Figure 1. I/O nets highlighted (run 1).
(8 px per um)
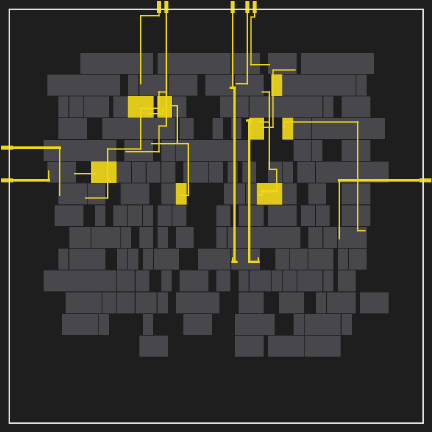
Figure 2. Pin placement (run 1).
(6 px per um) Pins as bars across the die edge, other pins in gray.
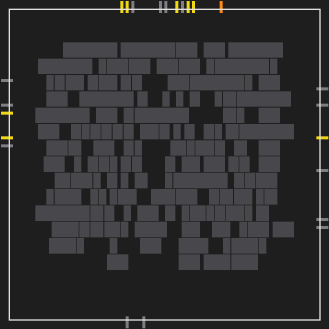
Figure 3. Routed metal, one color a layer (run 1).
(8 px per um)
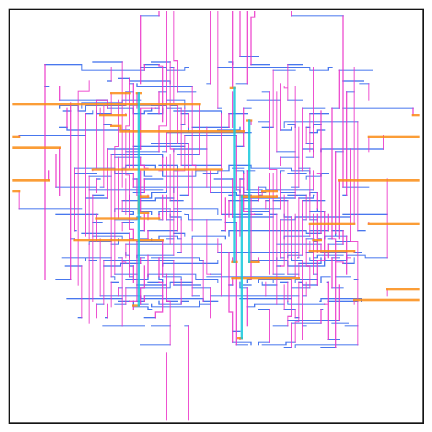
`src/rtl/bcd_pkg.sv`:
```
// Shared BCD definitions for the counter slice.
//   BcdW      : bits per BCD digit
//   BcdMax    : largest legal digit value
//   BcdWideW  : width of a packed BCD word wide enough for any legal modulus (9 digits)
//   int_to_bcd: constant-foldable integer -> packed BCD conversion
//   pow10     : 10^n, used to bound the modulus against the digit count
package bcd_pkg;

  localparam int unsigned BcdW     = 4;
  localparam logic [3:0]  BcdMax   = 4'd9;
  localparam int unsigned BcdWideW = BcdW * 9;

  typedef logic [BcdWideW-1:0] bcd_wide_t;

  function automatic bcd_wide_t int_to_bcd(input longint unsigned val);
    bcd_wide_t       r;
    longint unsigned v;
    r = '0;
    v = val;
    for (int i = 0; i < 9; i++) begin
      r[BcdW*i +: BcdW] = 4'(v % 64'd10);
      v = v / 64'd10;
    end
    return r;
  endfunction

  function automatic longint unsigned pow10(input int unsigned n);
    longint unsigned r;
    r = 64'd1;
    for (int unsigned i = 0; i < n; i++) begin
      r = r * 64'd10;
    end
    return r;
  endfunction

endpackage

```
`src/rtl/bcd_digit.sv`:
```
// One BCD digit stepped up or down by a carry/borrow input. Purely combinational.
//   digit_in  : current digit (0..9)
//   up_dn     : 1 = increment, 0 = decrement
//   cin       : apply the step (carry in when counting up, borrow in when counting down)
//   digit_out : stepped digit
//   cout      : carry out (9 -> 0) or borrow out (0 -> 9)
module bcd_digit
  import bcd_pkg::*;
(
  input  logic [3:0] digit_in,
  input  logic       up_dn,
  input  logic       cin,
  output logic [3:0] digit_out,
  output logic       cout
);

  always_comb begin
    digit_out = digit_in;
    cout      = 1'b0;
    if (cin) begin
      if (up_dn) begin
        // >= keeps an out-of-range digit from ever escaping 0..9
        if (digit_in >= BcdMax) begin
          digit_out = 4'd0;
          cout      = 1'b1;
        end else begin
          digit_out = digit_in + 4'd1;
        end
      end else begin
        if (digit_in == 4'd0) begin
          digit_out = BcdMax;
          cout      = 1'b1;
        end else begin
          digit_out = digit_in - 4'd1;
        end
      end
    end
  end

endmodule

```
`src/rtl/bcd_counter_n.sv`:
```
// Multi-digit BCD up/down counter with programmable modulus and validated load.
//   clk      : clock, all state changes on the rising edge
//   preset   : asynchronous active-high reset, forces q to RESET_VAL
//   en       : count enable
//   up_dn    : direction, 1 = up, 0 = down
//   load     : synchronous load strobe (priority over en)
//   load_val : packed BCD load value, digit 0 in [3:0]
//   q        : packed BCD count, digit 0 in [3:0]
//   carry    : one-cycle pulse in the cycle q shows a wrapped value
//   load_err : one-cycle pulse after a rejected load
module bcd_counter_n
  import bcd_pkg::*;
#(
  parameter int unsigned DIGITS    = 2,
  parameter int unsigned MODULUS   = 60,
  parameter int unsigned RESET_VAL = 0
) (
  input  logic                   clk,
  input  logic                   preset,
  input  logic                   en,
  input  logic                   up_dn,
  input  logic                   load,
  input  logic [BcdW*DIGITS-1:0] load_val,
  output logic [BcdW*DIGITS-1:0] q,
  output logic                   carry,
  output logic                   load_err
);

  localparam int unsigned     W         = BcdW * DIGITS;
  localparam longint unsigned ModSpan   = pow10(DIGITS);
  localparam bit              FullRange = (64'(MODULUS) == ModSpan);
  localparam bcd_wide_t       ModBcd    = int_to_bcd(64'(MODULUS));
  localparam bcd_wide_t       TopBcd    = int_to_bcd(64'(MODULUS) - 64'd1);
  localparam bcd_wide_t       ResetBcd  = int_to_bcd(64'(RESET_VAL));

  if (DIGITS < 1 || DIGITS > 8) begin : g_bad_digits
    $error("bcd_counter_n: DIGITS must be 1..8");
  end
  if (MODULUS < 2 || 64'(MODULUS) > ModSpan) begin : g_bad_modulus
    $error("bcd_counter_n: MODULUS must be 2..10**DIGITS");
  end
  if (RESET_VAL >= MODULUS) begin : g_bad_reset_val
    $error("bcd_counter_n: RESET_VAL must be below MODULUS");
  end

  logic [W-1:0]    q_q, q_d, stepped;
  logic            carry_q, carry_d;
  logic            load_err_q, load_err_d;
  logic [DIGITS:0] chain;
  logic            digits_ok, below_mod, load_ok;
  logic            wrap_up, wrap_dn;

  // Ripple carry/borrow through the digits; digit 0 always steps.
  assign chain[0] = 1'b1;
  for (genvar i = 0; i < DIGITS; i++) begin : g_digit
    bcd_digit u_digit (
      .digit_in  (q_q[BcdW*i +: BcdW]),
      .up_dn     (up_dn),
      .cin       (chain[i]),
      .digit_out (stepped[BcdW*i +: BcdW]),
      .cout      (chain[i+1])
    );
  end

  // Borrow out of the top digit happens exactly when every digit is 0.
  assign wrap_dn = ~up_dn & chain[DIGITS];
  // A full-range counter wraps on its natural carry out; otherwise match MODULUS-1 digit-wise.
  assign wrap_up = up_dn & (FullRange ? chain[DIGITS] : (q_q == TopBcd[W-1:0]));

  always_comb begin
    digits_ok = 1'b1;
    for (int i = 0; i < DIGITS; i++) begin
      if (load_val[BcdW*i +: BcdW] > BcdMax) begin
        digits_ok = 1'b0;
      end
    end
  end

  // With every digit valid, comparing packed BCD words MSD-first is a decimal compare.
  assign below_mod = ({{(BcdWideW-W){1'b0}}, load_val} < ModBcd);
  assign load_ok   = digits_ok & below_mod;

  always_comb begin
    q_d        = q_q;
    carry_d    = 1'b0;
    load_err_d = 1'b0;
    if (load) begin
      if (load_ok) begin
        q_d = load_val;
      end else begin
        load_err_d = 1'b1;
      end
    end else if (en) begin
      if (wrap_up) begin
        q_d     = '0;
        carry_d = 1'b1;
      end else if (wrap_dn) begin
        q_d     = TopBcd[W-1:0];
        carry_d = 1'b1;
      end else begin
        q_d = stepped;
      end
    end
  end

  always_ff @(posedge clk or posedge preset) begin
    if (preset) begin
      q_q        <= ResetBcd[W-1:0];
      carry_q    <= 1'b0;
      load_err_q <= 1'b0;
    end else begin
      q_q        <= q_d;
      carry_q    <= carry_d;
      load_err_q <= load_err_d;
    end
  end

  assign q        = q_q;
  assign carry    = carry_q;
  assign load_err = load_err_q;

endmodule

```
`config.mk`:
```
export PLATFORM = sky130hd
export DESIGN_NAME = bcd_counter_n
export DESIGN_NICKNAME = d
export VERILOG_FILES = /design/src/rtl/bcd_pkg.sv /design/src/rtl/bcd_digit.sv /design/src/rtl/bcd_counter_n.sv
export SDC_FILE = /design/constraint.sdc
export NUM_CORES = 1
export LEC_CHECK = 0
export CAP_MARGIN = 30
export CORE_MARGIN = 4
export CORE_UTILIZATION = 50
export CTS_BUF_LIST = sky130_fd_sc_hd__clkbuf_16
export DETAILED_ROUTE_END_ITERATION = 8
export PLACE_DENSITY = 0.9
export SKIP_LAST_GASP = 1
export SYNTH_ARGS = -nofsm -noshare
export SYNTH_HDL_FRONTEND = slang
export SYNTH_SLANG_ARGS = --single-unit
```
`constraint.sdc`:
```
create_clock -name clk -period 3.9 [get_ports clk]
set_input_delay 0.78 -clock clk [delete_from_list [all_inputs] [get_ports clk]]
set_output_delay 0.78 -clock clk [all_outputs]
set_load 0.005 [all_outputs]
```
==> results_dict.tcl, run 1 <==
# metrics dict for downstream scripts
set metrics [dict create \
    dp.final_hpwl_mm 1.83 \
    maxSlewViolCount 0 \
    pwr_density_cell_nw_per_um2 614 \
    finish.cell_count_without_fillers 165 \
    unrepaired_setup_endpoints_after_global_routing "no" \
    post_cts_buffers 0 \
    synth_cell_types 38 \
    drt-wirelength-per-cell_um 15.0 \
    cts.htree.levels 1 \
    ys_cells 122 \
    final_period_minus_worst_setup_slack_ns 2.55 \
    routed-via-count 985 \
    final_net_count 161 \
    globalplace.congestion 0.913 \
    timing.clock.skew_ns 0.00129 \
    setup_total_negative_slack_ns 0 \
    global_route.usage.total 0.199 \
    drv_cap 0 \
    avg_vias_per_cell 5.97 \
    placement.io_buffers 22 \
    result_of_the_run "finished clean" \
    drt_drc_violations_left 0 \
    cpMaxStageDelayCell "sky130_fd_sc_hd__clkdlybuf4s50_1" \
    dp_worst_setup_slack_ns 1.17 \
]
-- Figure 1 (at the start) --
load_val: marked yellow, bits 8, direction input, edge 5 top, 2 left, 1 right, end cells 9, buffers 8, wire 242 um.

-- Figure 2 (at the start) --
carry: marked orange, pins 1, direction output, edge top. load_val: marked yellow, pins 8, direction input, edge 5 top, 2 left, 1 right.
All pins by edge: 10 top, 6 right, 5 left, 2 bottom.

-- Figure 3 (at the start) --
met3: marked orange, wire length 161 um. met4: marked cyan, wire length 83.6 um. met2: marked magenta, wire length 1270 um. met1: marked blue, wire length 954 um.

## run 1: registers in the layout (all words and copies together) (netlist names)
name	cells
q	8
load_err	1
carry	1
## run 1: kinds of logic after synthesis
| group | count (synthesis) | synth area share |
|---|---|---|
| xor gates and xnor gates | 1 | 0.00924 |
| adders and majority gates | 6 | 0.0792 |
| DFF | 10 | 0.264 |
| AOI/OAI and AO/OA | 48 | 0.318 |
| buffers and inverters | 17 | 0.102 |
| and+or+nand+nor | 40 | 0.228 |
## run 1: routing by layer
metal | track usage | part of all wire | vias up
met1 | 0.238 | 0.39 | 454
met4 | 0.0699 | 0.034 | 0
met5 | 0 | 0 | -
li1 | - | - | 478
met3 | 0.0544 | 0.065 | 8
met2 | 0.341 | 0.51 | 45
## run 1: layout make-up
type	instances	area (sq um)	share of cell area
clock buffers	3	75.1	0.0617
well taps	25	31.3	0.0257
inverters	10	37.5	0.0309
repair buffers	22	220	0.181
flip-flops and latches	10	250	0.206
multi-input cells	95	602	0.495
## run 1: worst reg2reg max path, cell delays in order, from the launching register on
cell and delay [ns]:
sky130_fd_sc_hd__dfrtp_1 0.49, sky130_fd_sc_hd__inv_1 0.11, sky130_fd_sc_hd__ha_1 0.29, sky130_fd_sc_hd__or3b_4 0.27
sky130_fd_sc_hd__o21ai_1 0.07, sky130_fd_sc_hd__a211o_2 0.36, sky130_fd_sc_hd__a32oi_1 0.20, sky130_fd_sc_hd__a21oi_1 0.09
## run 1: cell usage in the layout (no fill, tap or decap), drive strengths merged, types with 4 or more instances in the layout
cell,synthesis,final
ha,6,6
nand3,4,4
inv,10,10
clkdlybuf4s50,0,22
a31oi,6,6
a21oi,16,16
dfrtp,10,10
nand2,11,11
o21ai,11,11
nor2,13,13
## run 1: report_power, final
| part | leakage [nW] | total [mW] | switching [mW] | internal (mW) |
|---|---|---|---|---|
| combinational | 0.338 | 0.343 | 0.155 | 0.188 |
| sequential | 0.121 | 0.229 | 0.0934 | 0.136 |
| clock | 0.0370 | 0.175 | 0.0425 | 0.132 |
| total | 0.496 | 0.747 | 0.291 | 0.456 |
## run 1: path summary, 6_finish.rpt
kind                                    end             start  depth (start not counted)  slack [ns]
max                        q[6]$_DFFE_PP0P_             up_dn                          6        1.35
min                        q[1]$_DFFE_PP0P_  q[1]$_DFFE_PP0P_                          2        0.67
max reg2reg                q[6]$_DFFE_PP0P_  q[0]$_DFFE_PP0P_                          7        1.89
min reg2reg                q[1]$_DFFE_PP0P_  q[1]$_DFFE_PP0P_                          2        0.67
max in group asynchronous  q[5]$_DFFE_PP0P_            preset                          2        2.78
min in group asynchronous  q[3]$_DFFE_PP0P_            preset                          2        0.84
==> run 2, diff against run 1 <==
--- a/config.mk
+++ b/config.mk
@@ -7,10 +7,10 @@
 export LEC_CHECK = 0
 export CAP_MARGIN = 30
 export CORE_MARGIN = 4
-export CORE_UTILIZATION = 50
+export CORE_UTILIZATION = 44
 export CTS_BUF_LIST = sky130_fd_sc_hd__clkbuf_16
 export DETAILED_ROUTE_END_ITERATION = 8
-export PLACE_DENSITY = 0.9
+export PLACE_DENSITY = 0.84
 export SKIP_LAST_GASP = 1
 export SYNTH_ARGS = -nofsm -noshare
 export SYNTH_HDL_FRONTEND = slang
==> constraint.sdc (replaced) <==
create_clock -name clk -period 2.1 [get_ports clk]
set_input_delay 0.42 -clock clk [delete_from_list [all_inputs] [get_ports clk]]
set_output_delay 0.42 -clock clk [all_outputs]
set_load 0.005 [all_outputs]
Figure 4. Track usage over the die (run 2).
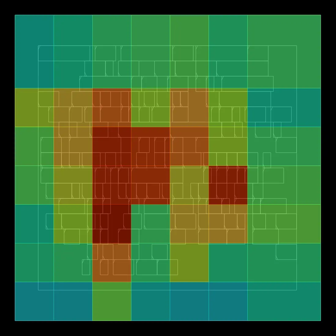
average routed wire per standard cell: 14.2 um
grt met3 use: 0.0681
met2 track demand over resource in global routing: 0.299
share of the core filled with cells in the final layout: 0.637

Figure 5. Routed metal, one color a layer (run 2).
(6 px per um)
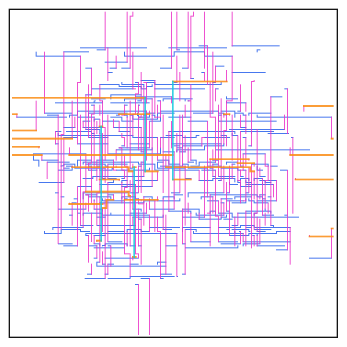
met1: marked blue, wire length 1050 um. met4: marked cyan, wire length 62.6 um. met2: marked magenta, wire length 1210 um. met3: marked orange, wire length 168 um.

==> results_dict.tcl, run 2 <==
# metrics dict for downstream scripts
set metrics [dict create \
    result_of_the_run "finished clean" \
    post_synth_main_logic_family "AND-OR/OR-AND gates" \
    placement.io_buffers 22 \
    power.sequential.fraction 0.274 \
    drt_drc_violations_left 0 \
    cts.htree.levels 1 \
    timing.clock.skew_ns 0.00233 \
    critical_path.startpoint "q[0]$_DFFE_PP0P_" \
    final_net_count 168 \
    synth_adder_area_share 0.0792 \
    r2r_start "q[0]$_DFFE_PP0P_" \
    avg_vias_per_cell 5.81 \
    power.share.combinational 0.487 \
    globalplace.congestion 0.886 \
    simple_gate_share 0.228 \
    drv_cap 0 \
    unrepaired_setup_endpoints_after_global_routing "no" \
    switchingPower_mw 0.556 \
    global_route.usage.total 0.198 \
    lay_top_count "sky130_fd_sc_hd__clkdlybuf4s50_1" \
    largest_reg_flops 8 \
    dp.final_hpwl_mm 1.82 \
    routed-via-count 1016 \
    clock_power_share 0.239 \
    compound_area_frac 0.318 \
    post_cts_buffers 0 \
    maxSlewViolCount 0 \
]
==> run 2: cell counts after synthesis <==
Identical to the previous run, type by type.
==> run 2: stage by stage <==
step	power [mW]	hold WS [ns]	util	cell area [sq um]
2_1_floorplan	0.848	0.260	-	948
6_report	1.44	0.466	0.637	1270
3_3_place_gp	1.07	0.613	0.598	1200
5_1_grt	1.56	0.493	0.637	1270
4_1_cts	1.44	0.482	0.637	1270
3_5_place_dp	1.09	0.650	0.598	1200
==> run 2: worst paths after layout <==
kind                                      end  slack [ns]  cells after the start
max in group asynchronous    q[3]$_DFFE_PP0P_        1.35                      2
min in group clk             q[5]$_DFFE_PP0P_        0.66                      2
min reg2reg                  q[5]$_DFFE_PP0P_        0.66                      2
min                        load_err$_DFF_PP0_        0.47                      2
max                          q[4]$_DFFE_PP0P_        0.23                      7
max reg2reg                  q[4]$_DFFE_PP0P_        0.23                      7
==> run 2: cell type report <==
type | count | share of cell area
Multi-Input combinational cell | 95 | 0.472
Timing Repair Buffer | 29 | 0.214
Sequential cell | 10 | 0.196
Clock buffer | 3 | 0.0589
Inverter | 10 | 0.0294
Tap cell | 27 | 0.0265
Clock inverter | 1 | 0.00294
==> run 2: power by group through the flow <==
stage	clock, mW	combinational (mW)	sequential, mW
finish	0.344	0.701	0.393
global route	0.359	0.794	0.411
CTS	0.348	0.702	0.394
detailed placement	0	0.694	0.394
global placement	0	0.678	0.389
floorplan	0	0.510	0.339
==> run 2: cell families after synthesis <==
family | count (synthesis)
flip-flops | 10
adder cells (fa/ha/maj) | 6
XOR/XNOR | 1
buffers and inverters | 17
AND-OR/OR-AND | 48
AND/OR/NAND/NOR | 40
==> run 2: worst max-delay path, cell delays in order (launching register included) <==
cell                      delay, ns
sky130_fd_sc_hd__dfrtp_1       0.42
sky130_fd_sc_hd__inv_1         0.11
sky130_fd_sc_hd__ha_1          0.28
sky130_fd_sc_hd__or3b_1        0.41
sky130_fd_sc_hd__a31oi_1       0.23
sky130_fd_sc_hd__o21ai_2       0.14
sky130_fd_sc_hd__nor2_1        0.11
sky130_fd_sc_hd__a31oi_1       0.05
==> run 2: per-layer routing <==
metal	GRT usage	up-vias	wire, um
li1	-	497	-
met1	0.245	467	1050
met2	0.299	43	1210
met3	0.0681	9	167
met4	0.108	0	62
met5	0	-	0
No activity file was given, so power comes from the tool's default toggle rates.
